### Pin placement

(1.5 px per um) Pins as bars across the die edge, other pins in grey.
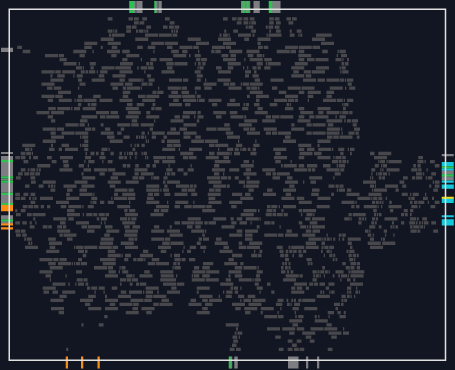
### Cell placement

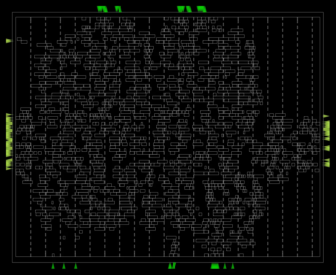
### Met2 routing

(1 px per um) Cells faint in the background.
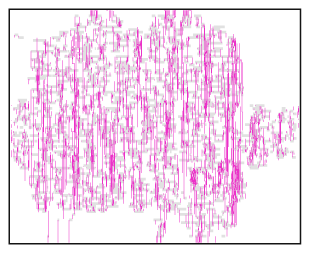
<file path="src/rtl/pwm_multichannel.sv">
// pwm_multichannel: N-channel PWM, shadowed period/mode, double-buffered duty.
// Optional sticky period interrupt when PWM_IRQ_EN is defined.
module pwm_multichannel #(
  parameter int NUM_CH = 16,
  parameter int CNT_W  = 8,
  parameter int DIV_W  = 12,
  localparam int SEL_W = (NUM_CH > 1) ? $clog2(NUM_CH) : 1
) (
  input  logic              clk,
  input  logic              rst_n,
  input  logic              ena,
  input  logic [DIV_W-1:0]  prescale,
  input  logic [CNT_W-1:0]  period,
  input  logic              center_mode,
  input  logic              duty_wr,
  input  logic [SEL_W-1:0]  duty_sel,
  input  logic [CNT_W-1:0]  duty_wdata,
  input  logic [NUM_CH-1:0] out_en,
  input  logic [NUM_CH-1:0] pwm_en,
  input  logic [NUM_CH-1:0] polarity,
  output logic [NUM_CH-1:0] out,
`ifdef PWM_IRQ_EN
  input  logic              irq_clr,
  output logic              irq,
`endif
  output logic              period_start
);

  logic [DIV_W-1:0]  div_q;
  logic              tick;
  logic [CNT_W-1:0]  cnt_q;
  logic [CNT_W-1:0]  cnt_d;
  logic              dir_q;
  logic              dir_d;
  logic              wrap;
  logic              boundary;
  logic [CNT_W-1:0]  period_a;
  logic              mode_a;
  logic [CNT_W-1:0]  duty_p [NUM_CH];
  logic [CNT_W-1:0]  duty_a [NUM_CH];
  logic [NUM_CH-1:0] wave;
  logic [NUM_CH-1:0] out_d;
  logic              sel_ok;

  assign tick     = (div_q == prescale);
  assign boundary = ena & tick & wrap;
  assign sel_ok   = ({1'b0, duty_sel} < (SEL_W+1)'(NUM_CH));

  // Prescaler: 0..prescale, out-of-range value falls back to 0
  always_ff @(posedge clk or negedge rst_n) begin
    if (!rst_n) begin
      div_q <= '0;
    end else if (ena) begin
      if (div_q >= prescale) div_q <= '0;
      else                   div_q <= div_q + DIV_W'(1);
    end
  end

  // Counter next state; wrap marks the tick that returns cnt to 0
  always_comb begin
    cnt_d = cnt_q;
    dir_d = dir_q;
    wrap  = 1'b0;
    if (!mode_a) begin
      dir_d = 1'b0;
      if (cnt_q >= period_a) begin
        cnt_d = '0;
        wrap  = 1'b1;
      end else begin
        cnt_d = cnt_q + CNT_W'(1);
      end
    end else if (!dir_q) begin
      if (cnt_q < period_a) begin
        cnt_d = cnt_q + CNT_W'(1);
      end else if (cnt_q <= CNT_W'(1)) begin
        cnt_d = '0;
        wrap  = 1'b1;
      end else begin
        cnt_d = cnt_q - CNT_W'(1);
        dir_d = 1'b1;
      end
    end else begin
      if (cnt_q <= CNT_W'(1)) begin
        cnt_d = '0;
        dir_d = 1'b0;
        wrap  = 1'b1;
      end else begin
        cnt_d = cnt_q - CNT_W'(1);
      end
    end
  end

  // Counter state register, advances on tick
  always_ff @(posedge clk or negedge rst_n) begin
    if (!rst_n) begin
      cnt_q <= '0;
      dir_q <= 1'b0;
    end else if (ena && tick) begin
      cnt_q <= cnt_d;
      dir_q <= dir_d;
    end
  end

  // Shadowed period/mode load and period_start pulse
  always_ff @(posedge clk or negedge rst_n) begin
    if (!rst_n) begin
      period_a     <= '0;
      mode_a       <= 1'b0;
      period_start <= 1'b0;
    end else if (ena) begin
      period_start <= boundary;
      if (boundary) begin
        period_a <= period;
        mode_a   <= center_mode;
      end
    end
  end

  // Duty pending/active pair; a write on a boundary lands in pending only
  always_ff @(posedge clk or negedge rst_n) begin
    if (!rst_n) begin
      for (int i = 0; i < NUM_CH; i++) begin
        duty_p[i] <= '0;
        duty_a[i] <= '0;
      end
    end else if (ena) begin
      if (boundary) begin
        for (int i = 0; i < NUM_CH; i++)
          duty_a[i] <= duty_p[i];
      end
      if (duty_wr && sel_ok)
        duty_p[duty_sel] <= duty_wdata;
    end
  end

  // Raw waveform and output mux
  always_comb begin
    wave  = '0;
    out_d = '0;
    for (int i = 0; i < NUM_CH; i++) begin
      wave[i] = (cnt_q < duty_a[i]);
      unique case (1'b1)
        !out_en[i]:
          out_d[i] = 1'b0;
        out_en[i] && !pwm_en[i]:
          out_d[i] = 1'b1;
        out_en[i] && pwm_en[i]:
          out_d[i] = wave[i] ^ polarity[i];
        default:
          out_d[i] = 1'b0;
      endcase
    end
  end

  // Registered outputs
  always_ff @(posedge clk or negedge rst_n) begin
    if (!rst_n)   out <= '0;
    else if (ena) out <= out_d;
  end

`ifdef PWM_IRQ_EN
  // Sticky irq: set by period_start, which wins over clear
  always_ff @(posedge clk or negedge rst_n) begin
    if (!rst_n)   irq <= 1'b0;
    else if (ena) irq <= period_start | (irq & ~irq_clr);
  end
`endif

endmodule

</file>
<file path="config.mk">
export PLATFORM = sky130hd
export DESIGN_NAME = pwm_multichannel
export DESIGN_NICKNAME = d
export VERILOG_FILES = /design/src/rtl/pwm_multichannel.sv
export SDC_FILE = /design/constraint.sdc
export NUM_CORES = 1
export LEC_CHECK = 0
export CORE_ASPECT_RATIO = 0.8
export CORE_MARGIN = 3
export CORE_UTILIZATION = 25
export CTS_CLUSTER_DIAMETER = 40
export DETAILED_ROUTE_END_ITERATION = 10
export GPL_ROUTABILITY_DRIVEN = 0
export HOLD_SLACK_MARGIN = 0.1
export PLACE_DENSITY = 0.38
export SYNTH_ARGS = -nofsm -noshare
export SYNTH_HDL_FRONTEND = slang
export SYNTH_SLANG_ARGS = --single-unit
</file>
<file path="constraint.sdc">
create_clock -name clk -period 3.2 [get_ports clk]
set_input_delay 0.64 -clock clk [delete_from_list [all_inputs] [get_ports clk]]
set_output_delay 0.64 -clock clk [all_outputs]
set_load 0.005 [all_outputs]
</file>
==> changes_impl.md <==
### Changed

- Met1 Usage GRT: 18.4%
- Post-CTS setup buffer count: 0
- Syn_nets: around 1500
- Dominant comb cell: multiplexers
- Distinct cells, synth: between 50 and 60
- Core Region: ~63000 sq um
- Skew-Pair Late Insertion Delay: 0.60 ns
- # Taps: ~840
- First-pass detailed-route iteration total: 4
- Switching share of power: between 20 and 25%
- Non-clock inverter instance count of the final layout: 139
- Largest Pwr Group: the clock network
- Synthesized-area fraction occupied by ao, oa, aoi and oai cells: around 6.6%
- Maximum fanout count along the critical path: 36
- Hold crit path type: reg2reg
- Worst hold slack across all endpoints: 0.481 ns
- Total DRC errors in the routed layout: 0
- Total met3 wirelength after detailed routing: ~1600 um
- Cell with the largest stage delay on the worst path: dfrtp_1
- Worst max-slew margin expressed relative to the limit: around two fifths
- Internal power component: 0.00886 W
- Status: finished clean
- Count of nets after finishing: around 1700
- Synthesized area divided by synthesized cell count: around 13 sq um
- Antenna-violating nets left: 0
- Ys async rst share: 100%
- Non-clock buffer instance count of the final layout: approximately 160
- Die Size: ~68000 sq um
- Largest regs: duty_a: 128 flops, duty_p: 128 flops, out: 16 flops
Notes on 'Pin placement' above:
| colour | port | pins | direction | edge |
|---|---|---|---|---|
| orange | `duty_wdata` | 8 | input | 5 left, 3 bottom |
| yellow | `ena` | 1 | input | right |
| cyan | `prescale` | 12 | input | right |
| green | `polarity` | 16 | input | 7 top, 6 left, 2 right, 1 bottom |
all pins by edge: 36 left, 30 top, 20 right, 16 bottom

Notes on 'Cell placement' above:
fill count: 6366
number of rows in the core area: 82
fraction of area in registers: 37.3%

Notes on 'Met2 routing' above:
share of all routed wire: 43%
main direction: vertical
wire length on this layer: 18000 um
nets with wire on the layer: 1383
Final Routed Wirelength: 42100 um
vias post-DR: 10265
met2 usage: 19.5%

No activity file was given, so power comes from the tool's default toggle rates.
